### Close-up of the layout

Scale bar: 10 um. Window x 17 to 42, y 17 to 42 um. Cells in grey, sequential cells in the stronger grey; small squares are vias.
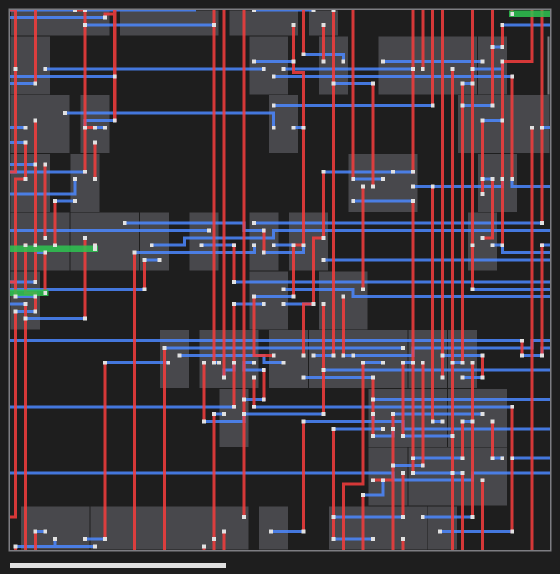
### Register map, names as in the netlist

Scale bar: 20 um.
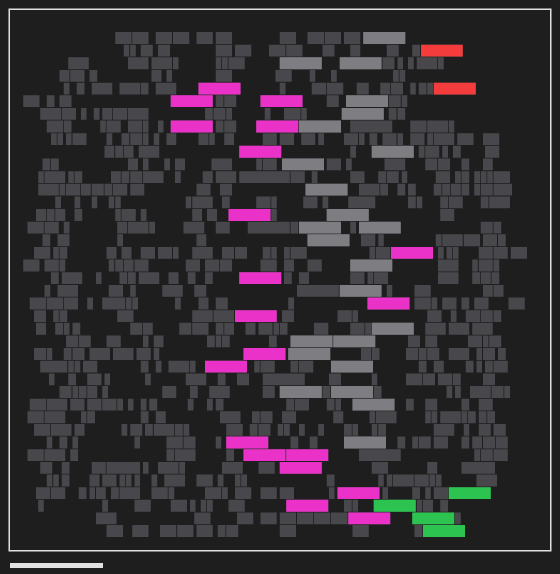
### Gate families picked out

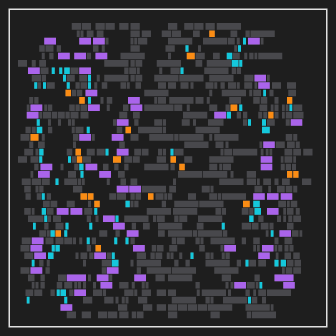
### Nets reached from selected ports

Scale bar: 20 um.
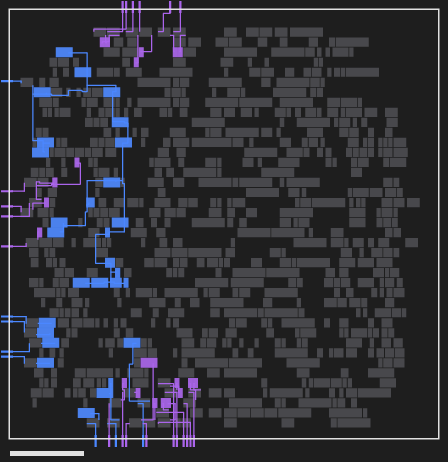
### Routing congestion map

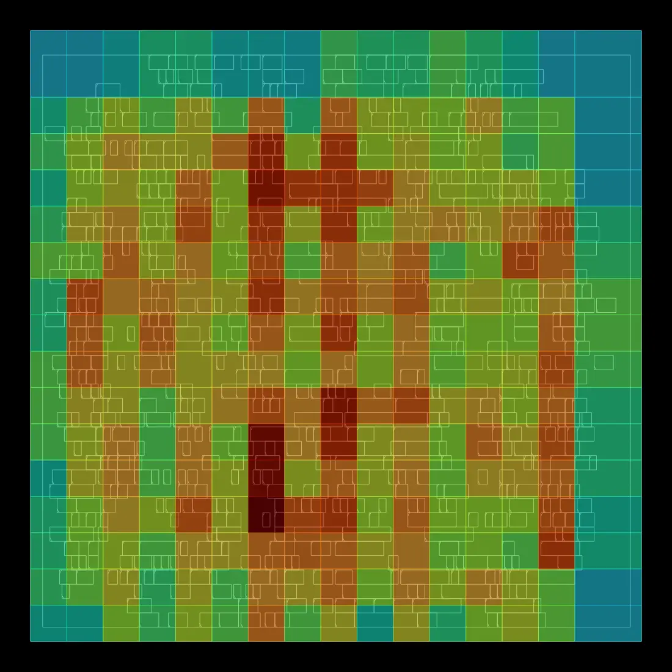
<file path="src/rtl/lif_pkg.sv">
// Shared types and helpers for the leaky integrate-and-fire spike generator.
package lif_pkg;

    localparam int LIF_WIDTH       = 20;
    localparam int LIF_WT_WIDTH    = 8;
    localparam int LIF_LEAK_PERIOD = 16;
    localparam int LIF_LEAK_SHIFT  = 4;
    localparam int LIF_REFRAC      = 4;

    // Working width for saturating arithmetic; holds any p_width up to 38 bits plus sign.
    localparam int LIF_SAT_W = 40;

    typedef enum logic [1:0] {
        IDLE,
        INTEG,
        FIRE,
        REFRAC
    } lif_state_e;

    // Signed sum clamped to the unsigned range [0, 2^w-1].
    function automatic logic [LIF_SAT_W-1:0] sat_add(
        input logic signed [LIF_SAT_W-1:0] a,
        input logic signed [LIF_SAT_W-1:0] b,
        input int unsigned                 w
    );
        logic signed [LIF_SAT_W-1:0] sum;
        logic signed [LIF_SAT_W-1:0] top;
        sum = a + b;
        top = (LIF_SAT_W'(1) << w) - LIF_SAT_W'(1);
        if (sum[LIF_SAT_W-1]) return '0;
        if (sum > top) return top;
        return sum;
    endfunction

endpackage

</file>
<file path="src/rtl/lif_leak_timer.sv">
// Leak period counter: advances only while the neuron integrates and strobes leak_tick on wrap.
module lif_leak_timer
    import lif_pkg::*;
#(
    parameter int p_leak_period = LIF_LEAK_PERIOD
) (
    input  logic i_clk,
    input  logic i_rst_n,
    input  logic i_run,
    output logic o_leak_tick
);

    localparam int CW = $clog2(p_leak_period);

    logic [CW-1:0] cnt;

    assign o_leak_tick = i_run && (cnt == CW'(p_leak_period - 1));

    always_ff @(posedge i_clk or negedge i_rst_n) begin
        if (!i_rst_n) begin
            cnt <= '0;
        end else if (i_run) begin
            cnt <= o_leak_tick ? '0 : cnt + CW'(1);
        end
    end

endmodule

</file>
<file path="src/rtl/lif_spike_gen.sv">
// Leaky integrate-and-fire neuron: leak, add, compare each INTEG cycle, then FIRE and REFRAC.
// Optional adaptive threshold offset enabled by defining LIF_ADAPT_THRESH_EN.
module lif_spike_gen
    import lif_pkg::*;
#(
    parameter int p_width       = LIF_WIDTH,
    parameter int p_wt_width    = LIF_WT_WIDTH,
    parameter int p_leak_period = LIF_LEAK_PERIOD,
    parameter int p_leak_shift  = LIF_LEAK_SHIFT,
    parameter int p_refrac      = LIF_REFRAC
) (
    input  logic                         i_clk,
    input  logic                         i_rst_n,
    input  logic                         i_en,
    input  logic                         i_syn_valid,
    input  logic signed [p_wt_width-1:0] i_syn_wt,
    input  logic        [p_width-1:0]    i_threshold,
    output logic                         o_spike,
    output logic        [p_width-1:0]    o_sv,
    output logic                         o_refrac
);

    localparam int RC_W = (p_refrac > 1) ? $clog2(p_refrac) : 1;

    lif_state_e         state, state_d;
    logic [p_width-1:0] v, v_d, sv_d;
    logic [p_width-1:0] v_leak, v_add, eff_th;
    logic [RC_W-1:0]    rcnt, rcnt_d;
    logic               spike_d, refrac_d;
    logic               run_integ, leak_tick, fire;

    assign run_integ = (state == INTEG) && i_en;

    lif_leak_timer #(
        .p_leak_period(p_leak_period)
    ) u_leak_timer (
        .i_clk      (i_clk),
        .i_rst_n    (i_rst_n),
        .i_run      (run_integ),
        .o_leak_tick(leak_tick)
    );

    // Leak is applied before the synaptic add within the same cycle.
    assign v_leak = leak_tick ? v - (v >> p_leak_shift) : v;
    assign v_add  = i_syn_valid
                  ? p_width'(sat_add($signed(LIF_SAT_W'(v_leak)), LIF_SAT_W'(i_syn_wt), p_width))
                  : v_leak;
    assign fire   = (v_add >= eff_th);

`ifdef LIF_ADAPT_THRESH_EN
    logic [p_width-1:0] offset, offset_d, off_decay;

    assign eff_th    = p_width'(sat_add($signed(LIF_SAT_W'(i_threshold)),
                                        $signed(LIF_SAT_W'(offset)), p_width));
    assign off_decay = leak_tick ? offset - (offset >> p_leak_shift) : offset;

    always_comb begin
        offset_d = offset;
        if (run_integ) begin
            offset_d = fire
                     ? p_width'(sat_add($signed(LIF_SAT_W'(off_decay)),
                                        $signed(LIF_SAT_W'(i_threshold >> 3)), p_width))
                     : off_decay;
        end
    end

    always_ff @(posedge i_clk or negedge i_rst_n) begin
        if (!i_rst_n) offset <= '0;
        else          offset <= offset_d;
    end
`else
    assign eff_th = i_threshold;
`endif

    always_comb begin
        state_d  = state;
        v_d      = v;
        sv_d     = o_sv;
        spike_d  = 1'b0;
        refrac_d = o_refrac;
        rcnt_d   = rcnt;
        case (state)
            IDLE: begin
                if (i_en) state_d = INTEG;
            end
            INTEG: begin
                if (!i_en) begin
                    state_d = IDLE;
                end else if (fire) begin
                    sv_d    = v_add;
                    spike_d = 1'b1;
                    v_d     = '0;
                    state_d = FIRE;
                end else begin
                    v_d  = v_add;
                    sv_d = v_add;
                end
            end
            FIRE: begin
                sv_d     = '0;
                rcnt_d   = RC_W'(p_refrac - 1);
                refrac_d = 1'b1;
                state_d  = REFRAC;
            end
            REFRAC: begin
                if (rcnt == '0) begin
                    refrac_d = 1'b0;
                    state_d  = i_en ? INTEG : IDLE;
                end else begin
                    rcnt_d = rcnt - RC_W'(1);
                end
            end
            default: state_d = IDLE;
        endcase
    end

    always_ff @(posedge i_clk or negedge i_rst_n) begin
        if (!i_rst_n) begin
            state    <= IDLE;
            v        <= '0;
            o_sv     <= '0;
            o_spike  <= 1'b0;
            o_refrac <= 1'b0;
            rcnt     <= '0;
        end else begin
            state    <= state_d;
            v        <= v_d;
            o_sv     <= sv_d;
            o_spike  <= spike_d;
            o_refrac <= refrac_d;
            rcnt     <= rcnt_d;
        end
    end

endmodule

</file>
<file path="config.mk">
export PLATFORM = sky130hd
export DESIGN_NAME = lif_spike_gen
export DESIGN_NICKNAME = d
export VERILOG_FILES = /design/src/rtl/lif_pkg.sv /design/src/rtl/lif_leak_timer.sv /design/src/rtl/lif_spike_gen.sv
export SDC_FILE = /design/constraint.sdc
export NUM_CORES = 1
export LEC_CHECK = 0
export CELL_PAD_IN_SITES_DETAIL_PLACEMENT = 0
export CELL_PAD_IN_SITES_GLOBAL_PLACEMENT = 1
export CORE_MARGIN = 2
export CORE_UTILIZATION = 40
export CTS_CLUSTER_DIAMETER = 200
export DETAILED_ROUTE_END_ITERATION = 12
export PLACE_DENSITY_LB_ADDON = 0.1
export SYNTH_ARGS = -nofsm -noshare
export SYNTH_HDL_FRONTEND = slang
export SYNTH_SLANG_ARGS = --single-unit
</file>
<file path="constraint.sdc">
create_clock -name i_clk -period 11.8 [get_ports i_clk]
set_clock_uncertainty 0.2 [all_clocks]
set_input_delay 2.36 -clock i_clk [delete_from_list [all_inputs] [get_ports i_clk]]
set_output_delay 2.36 -clock i_clk [all_outputs]
set_load 0.03 [all_outputs]
</file>
==> reports/qor.yml <==
detailed_routing:
  drtPass1Iterations: 5
  route.detailed.drc: 0
  wl_mm: 15.8
power_and_ir_drop:
  seqPwrFrac: 0.185
  combinationalPowerShare: 0.713
  p_leak_nw: 2.70
  switching_share: 0.514
clock_tree:
  ctsHoldBuffers: 0
  worstSkewPairLatency_ns: 0.30
  cts_max_level: 2
  cts_tree: "done"
  cts_setup_buffers: 0
  cts_buffers: 5
  cts-root-buf: "clkbuf_16"
  cts.clk_slew.worst_paths_ns: 0.07
  clk_path_buf_depth: 2
layout:
  inverters: 66
  finalNetCount: 768
  final_cell_mix: "inv_1, nand2_1, ha_1, o21ai_0, clkdlybuf4s50_1"
  layout-drive-gt1-share: 0.0340
  n_sequential_cell: 50
  clkbuf_count: 6
  syn2layout_area_growth_pct: 17.0
  antenna_cells: 0
  clock_area_frac: 0.0283
  fillCellCount: 1219
  comb.multi_input.count: 494
synthesis:
  syn_nets: 724
  yosys_warnings: 0
  yosys_area_sq_um: 5030
  synth.avg_cell_area_sq_um: 7.98
  xor_area_frac: 0.0589
  ys_sh_aoi: 0.279
  yosys-top-cells-count: "inv_1, nand2_1, ha_1, o21ai_0, dfrtp_1"
  top_cell: "inv_1"
  ys_seq_share: 0.249
critical_path:
  start_kind: "input pin"
  r2r_slack_ns: 3.19
  critPathCaptureType: "flip-flop"
  path_depth: 25
  critPathCapture: "v[18]"
  timing.rr.end: "v[18]"
  r2r-start: "v[4]"
  cp_slowest_cell: "nor2_1"
  cp_top_family: "AND-OR/OR-AND gates"
grt:
  use_met3: 0.0389
  met1_usage: 0.334
  first_global_vias: 4874
  antenna_found_initial: 0
  grt.overflow.total: 0
  grtUsageTotal: 0.242
job:
  maxCapViolCount: 0
  warnings: 27
sta:
  hold_slack_ns: 0.285
  setup_violations: 0
  worstMarginPinSlew_ns: 1.12
  finalHoldViolCount: 0
  period_used_share: 0.890
  fin_ws_ns: 1.30
die:
  dieArea_sq_um: 13500
  die.size.y_um: 116
outcome:
  status: "finished, final reports clean"
Notes on 'Close-up of the layout' above:
| layer | colour |
|---|---|
| metal 3 | green |
| metal 1 | blue |
| metal 2 | red |
sequential cells in the window: 0
most frequent: nor2_1 (7), o21ai_0 (6)
cells with their middle in the window: 39

Notes on 'Register map, names as in the netlist' above:
| signal | colour | sequential cells |
|---|---|---|
| o_sv | magenta | 20 |
| u_leak_timer.cnt | green | 4 |
| rcnt | red | 2 |
not coloured: 24
Core Util, Final: 0.484
Flop area: 1250 sq um
sequential share of cell area: 0.213

Notes on 'Gate families picked out' above:
| family | colour | cells |
|---|---|---|
| adder and majority cells | purple | 61 |
| NOR gates | cyan | 70 |
| AND and OR gates | orange | 23 |
final cell count without fillers: 844
Top cell excl fill/tap: inv_1

Notes on 'Nets reached from selected ports' above:
| port | colour | bits | direction | edge | end cells | wire |
|---|---|---|---|---|---|---|
| i_syn_wt | blue | 8 | input | 5 left, 3 bottom | 28 | 286 um |
| i_threshold | purple | 20 | input | 10 bottom, 6 top, 4 left | 20 | 321 um |
IO buf count: 53
IO Count: 54

Notes on 'Routing congestion map' above:
GRT Max-Usage Layer: met2
per-cell routed wire length: 18.8 um

metal layers:
metal | vias up | part of all wire
met4 | 0 | 0.022
met2 | 157 | 0.46
li1 | 2400 | -
met1 | 2397 | 0.46
met3 | 23 | 0.053
met5 | - | 0
power groups by stage:
stage	sequential [W]	clock, W	combinational [W]
5_1_grt	0.000308	0.000176	0.00128
6_report	0.000301	0.000166	0.00116
4_1_cts	0.000300	0.000168	0.00115
3_3_place_gp	0.000301	0	0.00113
2_1_floorplan	0.000329	0	0.000789
3_5_place_dp	0.000303	0	0.00114
No activity file was given, so power comes from the tool's default toggle rates.
